File: src/rtl/shared_ram_arbiter.sv
// shared_ram_arbiter: round-robin sharing of one single-port RAM between NCORES cores.
// Optional hold mode (repeat grants to the previous owner up to MAX_HOLD times)
// is compiled in with `define SHARED_RAM_ARB_HOLD_EN.
module shared_ram_arbiter #(
    parameter int NCORES   = 4,
    parameter int AW       = 8,
    parameter int DW       = 8,
    parameter int RD_LAT   = 1,
    parameter int MAX_HOLD = 4
) (
    input  logic                       i_clk,
    input  logic                       i_rst_n,
    input  logic [NCORES-1:0]          i_req,
    input  logic [NCORES-1:0]          i_we,
    input  logic [NCORES*AW-1:0]       i_addr,
    input  logic [NCORES*DW-1:0]       i_wdata,
    output logic [NCORES-1:0]          o_ack,
    output logic [DW-1:0]              o_rdata,
    output logic                       o_busy,
    output logic [$clog2(NCORES)-1:0]  o_grant_id,
    output logic [AW-1:0]              o_ram_addr,
    output logic [DW-1:0]              o_ram_din,
    output logic                       o_ram_wren,
    input  logic [DW-1:0]              i_ram_q
);
    localparam int IW = $clog2(NCORES);

    typedef enum logic [1:0] {S_IDLE, S_ISSUE, S_WAIT, S_ACK} state_t;

    state_t        r_state, w_next;
    logic [IW-1:0] r_ptr, r_grant, w_rr, w_win, w_idx;
    logic [1:0]    r_cnt;
    logic [AW-1:0] r_addr;
    logic [DW-1:0] r_din, r_rdata;
    logic          r_wren;
`ifdef SHARED_RAM_ARB_HOLD_EN
    logic [3:0]    r_hold;
    logic          w_keep;
`endif

    // Round-robin search upward from ptr+1; iterating downward leaves the nearest requester.
    always_comb begin
        w_rr  = r_ptr;
        w_idx = '0;
        for (int k = NCORES; k >= 1; k--) begin
            w_idx = IW'((int'(r_ptr) + k) % NCORES);
            if (i_req[w_idx]) w_rr = w_idx;
        end
    end

`ifdef SHARED_RAM_ARB_HOLD_EN
    // hold_cnt of 0 means no previous owner yet, so the first grant is pure round-robin
    assign w_keep = (r_hold != 4'd0) && (r_hold < 4'(MAX_HOLD)) && i_req[r_ptr];
    assign w_win  = w_keep ? r_ptr : w_rr;
`else
    assign w_win  = w_rr;
`endif

    // State register
    always_ff @(posedge i_clk or negedge i_rst_n) begin
        if (!i_rst_n) r_state <= S_IDLE;
        else          r_state <= w_next;
    end

    // Next-state: writes skip WAIT, reads wait out the RAM latency
    always_comb begin
        w_next = r_state;
        case (r_state)
            S_IDLE:  w_next = |i_req ? S_ISSUE : S_IDLE;
            S_ISSUE: w_next = r_wren ? S_ACK : S_WAIT;
            S_WAIT:  w_next = (r_cnt == 2'd1) ? S_ACK : S_WAIT;
            default: w_next = S_IDLE;
        endcase
    end

    // Outputs decoded from state: one-hot ack to the owner, busy outside IDLE
    always_comb begin
        o_ack  = (r_state == S_ACK) ? NCORES'(1) << r_grant : '0;
        o_busy = r_state != S_IDLE;
    end

    // Datapath: latch the winner's request, time the read, capture read data
    always_ff @(posedge i_clk or negedge i_rst_n) begin
        if (!i_rst_n) begin
            r_ptr   <= IW'(NCORES - 1);
            r_grant <= '0;
            r_addr  <= '0;
            r_din   <= '0;
            r_wren  <= 1'b0;
            r_rdata <= '0;
            r_cnt   <= '0;
`ifdef SHARED_RAM_ARB_HOLD_EN
            r_hold  <= '0;
`endif
        end else begin
            case (r_state)
                S_IDLE: if (|i_req) begin
                    r_addr  <= i_addr[w_win*AW +: AW];
                    r_din   <= i_wdata[w_win*DW +: DW];
                    r_wren  <= i_we[w_win];
                    r_grant <= w_win;
                    r_ptr   <= w_win;
`ifdef SHARED_RAM_ARB_HOLD_EN
                    r_hold  <= w_keep ? r_hold + 4'd1 : 4'd1;
`endif
                end
                S_ISSUE: begin
                    r_wren <= 1'b0;
                    r_cnt  <= 2'(RD_LAT);
                end
                S_WAIT: begin
                    r_cnt <= r_cnt - 2'd1;
                    if (r_cnt == 2'd1) r_rdata <= i_ram_q;
                end
                default: ;
            endcase
        end
    end

    assign o_rdata    = r_rdata;
    assign o_grant_id = r_grant;
    assign o_ram_addr = r_addr;
    assign o_ram_din  = r_din;
    assign o_ram_wren = r_wren;
endmodule

File: config.mk
export PLATFORM = sky130hd
export DESIGN_NAME = shared_ram_arbiter
export DESIGN_NICKNAME = d
export VERILOG_FILES = /design/src/rtl/shared_ram_arbiter.sv
export SDC_FILE = /design/constraint.sdc
export NUM_CORES = 1
export LEC_CHECK = 0
export CAP_MARGIN = 5
export CORE_UTILIZATION = 30
export DETAILED_ROUTE_END_ITERATION = 12
export HOLD_SLACK_MARGIN = 0.12
export PLACE_DENSITY = 0.75
export SETUP_SLACK_MARGIN = 0.15
export SLEW_MARGIN = 20
export SYNTH_ARGS = -nofsm -noshare
export SYNTH_HDL_FRONTEND = slang
export SYNTH_SLANG_ARGS = --single-unit
File: constraint.sdc
create_clock -name i_clk -period 2.1 [get_ports i_clk]
set_input_delay 0.21 -clock i_clk [delete_from_list [all_inputs] [get_ports i_clk]]
set_output_delay 0.21 -clock i_clk [all_outputs]
set_load 0.02 [all_outputs]
==> results.json <==
{
  "critPathMaxStageDelay_ps": 570,
  "wl_met1_mm": 2.189,
  "worst-path-buf-inv": 2,
  "syn_area_per_cell_sq_um": 11.56,
  "synth_top_area_share": 0.3972,
  "synth-edff-count": 0,
  "buffer_area_frac": 0.3859,
  "clock_sinks": 33,
  "fp_nets": 257,
  "placed_area_sq_um": 3183,
  "cts_tree": "yes",
  "dp_hpwl_mm": 4.041,
  "drt_iter0_markers": 62,
  "outcome": "finished clean",
  "yosys_cells": 169,
  "intPower_uw": 2690,
  "area_growth_pct": 71.17,
  "yosysTopAreaCell": "dfrtp_1",
  "antenna_cells": 0,
  "worstSetupEndpointType": "flip-flop",
  "swShare": 0.4054,
  "cp.arrival_ps": 2050,
  "reg2reg_depth": 7,
  "holdPathStages": 2,
  "postSynthSeqShare": 0.4241,
  "tightest_slew_ps": 783.1,
  "largestClassByArea": "buffers",
  "io_pins": 114,
  "grt_setup_unrepaired": "false",
  "first_pass_iters": 4,
  "p_total_uw": 4524,
  "met1_usage": 0.1704,
  "maxSlewViolCount": 0,
  "combinationalPower_uw": 2880,
  "grt_pass1_vias": 1759,
  "cts_root_buf": "clkbuf_8",
  "portBuffers": 113,
  "ys_chip_area_sq_um": 1953,
  "fp.dieH_um": 82.69,
  "grtUsageMet3": 0.05495,
  "met2_usage": 0.2861,
  "drive_gt1_frac": 0.1570,
  "rows": 29,
  "critPathSlowestCell": "dfstp_2",
  "clk_latency_ps": 280,
  "topRoutingLayerUsed": "met4",
  "top_power_group": "combinational logic",
  "aoi_share": 0.1505,
  "p_leak_uw": 0.001521,
  "final_antenna_net_count": 0,
  "h-tree-depth": 2,
  "cp_max_fo": 8,
  "xor_share": 0,
  "logic_family": "multiplexers",
  "synth_adder_area_share": 0.03844,
  "grt-ovfl-total": 0,
  "nNetsFinal": 380,
  "grt_pass1_wl_mm": 7.948,
  "cts_resized": 1,
  "nNonClkInverters": 6,
  "min_path_type": "reg2reg",
  "finalSetupTns_ps": 0,
  "drc": 0,
  "cp_num_cells": 7,
  "crit_family": "flip-flops",
  "flop_cell": "dfrtp_1",
  "crit_chain": "nand2b_4 > nor2_1 > a211oi_4 > buf_6 > clkbuf_16 > mux2i_1 > o221ai_2",
  "clkPwrFrac": 0.102,
  "logic_area_sq_um": 1023,
  "dp_cells": 358,
  "place_ws_ps": -23.79,
  "cts_buffers": 5,
  "ys_ff": 33,
  "yosysMostFrequentCell": "mux2i_1",
  "syn_inst": 169,
  "synth_warnings": 0,
  "min_period_ps": 1889,
  "holdPathEnd": "o_ram_din[4]",
  "endpoint": "o_ram_addr[1]",
  "die_w_um": 82.69,
  "final_cell_mix": "clkdlybuf4s50_1, mux2i_1, dfrtp_1",
  "flops": 33,
  "dieArea_sq_um": 6837,
  "switchingPower_uw": 1834,
  "top_usage_layer": "met2",
  "initial_core_util": 0.3094,
  "cp-startpoint": "r_ptr[0]",
  "wl_met3_um": 546,
  "logic_gates": 121,
  "clkbuf_count": 6,
  "openroad.warnings": 30,
  "design_area_sq_um": 3343,
  "synthSimpleGateAreaFrac": 0.09994,
  "finalClockPeriodUsage": 0.8993,
  "critical_path_class": "reg2reg",
  "lay_top_count": "clkdlybuf4s50_1",
  "antenna_found_initial": 0,
  "max-cap-violations": 0,
  "critPathLaunchType": "flip-flop",
  "ys_top_cells_by_area": "dfrtp_1, mux2i_1, o221ai_2",
  "muxShareOfSynthArea": 0.2255,
  "pg_clk_uw": 463,
  "cts_hold_buf": 1,
  "core_area_sq_um": 6314,
  "vias_per_cell": 4.868,
  "fmax_ghz": 0.5295,
  "nWellTaps": 77,
  "p_per_area_nw_per_um2": 1353,
  "setup_ws_ps": 211.5,
  "clk_share": 0.02470,
  "yosysUniqueCellTypes": 33,
  "rrSetupSlack_ps": 210,
  "common_cells": "mux2i_1, dfrtp_1, nand2_1",
  "slew_headroom": 0.4780,
  "clock_skew_ps": 5.964,
  "hold_start": "o_ram_din[4]",
  "ff_latch_area_sq_um": 828.3,
  "holdWs_ps": 488.0,
  "ys_async_sr_fraction": 1.000,
  "setup_viol": 0,
  "synth_area_sq_um": 1953,
  "pwr-share-seq": 0.261,
  "cp.required_ps": 2260,
  "worstReg2RegEnd": "o_ram_addr[1]",
  "clock_path_buffers": 2,
  "r2r-start": "r_ptr[0]",
  "p_seq_uw": 1180,
  "hold_viol": 0,
  "clk_pin_slew_ps": 70,
  "vdd_drop_max_uv": 675.7,
  "globalplace.congestion": 0.7654,
  "comb_area_share": 0.3061
}
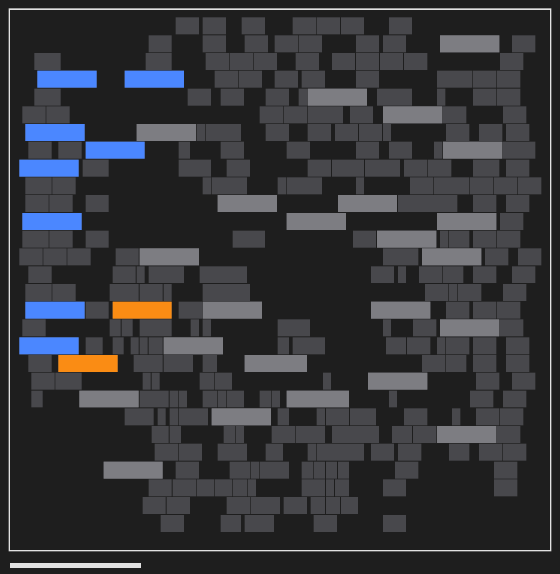
Fig. 1. Sequential cells coloured by netlist name.
Scale bar: 20 um. Other sequential cells in the stronger grey, the rest of the logic in the fainter grey.
- blue: o_rdata (sequential cells 8)
- orange: r_cnt (sequential cells 2)
- not coloured: 23

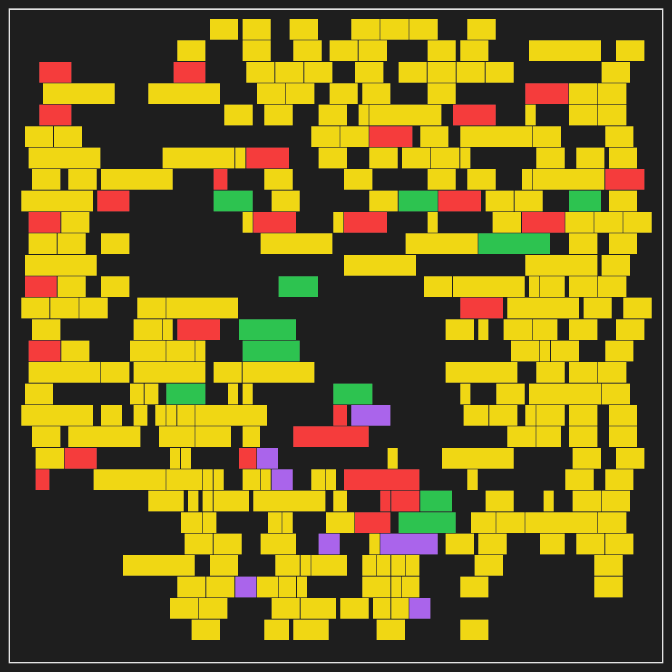
Fig. 2. Sizing map.
- green: drive 6 and up (cells 11; share 3.8%)
- yellow: drive 1 or less (cells 247; share 84%)
- red: drive 2 (cells 28; share 9.6%)
- purple: drive 3 to 4 (cells 7; share 2.4%)

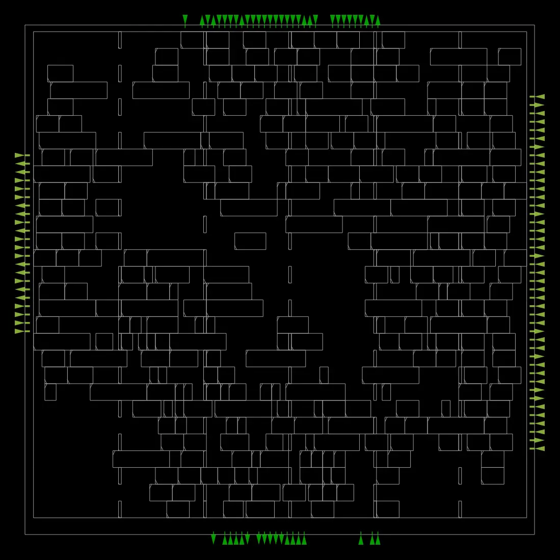
Fig. 3. Placement view.
Seq area share: 0.2478
Fill cells: 555
Non-Filler Instances: 370
Util after Layout: 0.5295

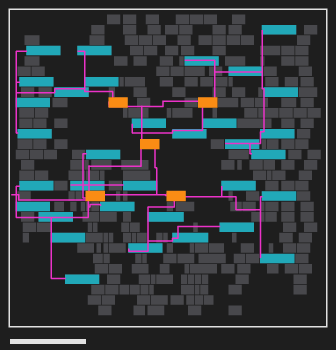
Fig. 4. Routed clock nets over the placement.
Scale bar: 20 um.
- magenta: clock wires (length 484 um)
- orange: cells driving clock nets (count 5)
- cyan: flip-flops (count 33)
- routed clock nets: 6

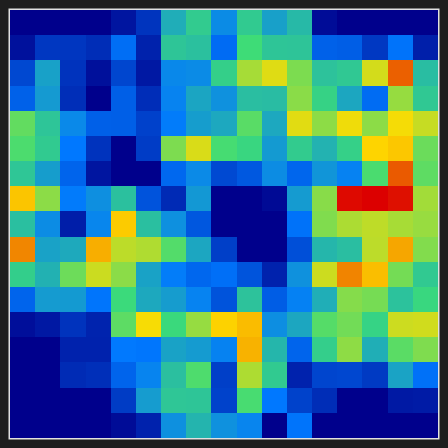
Fig. 5. Wiring heat map.
The die is cut into 17 by 17 equal tiles; dark blue is low, red is high, scaled to the fullest tile. Values are wire area over tile area, all layers added.
- densest ninth of the die: east
- fullest tile: 0.40
- mean over tiles: 0.13
WL/cell: 15.22 um
Routed WL: 5.631 mm
via count: 1801
GRT Total Usage: 0.1553

Power is estimated from default activity; no workload was simulated.
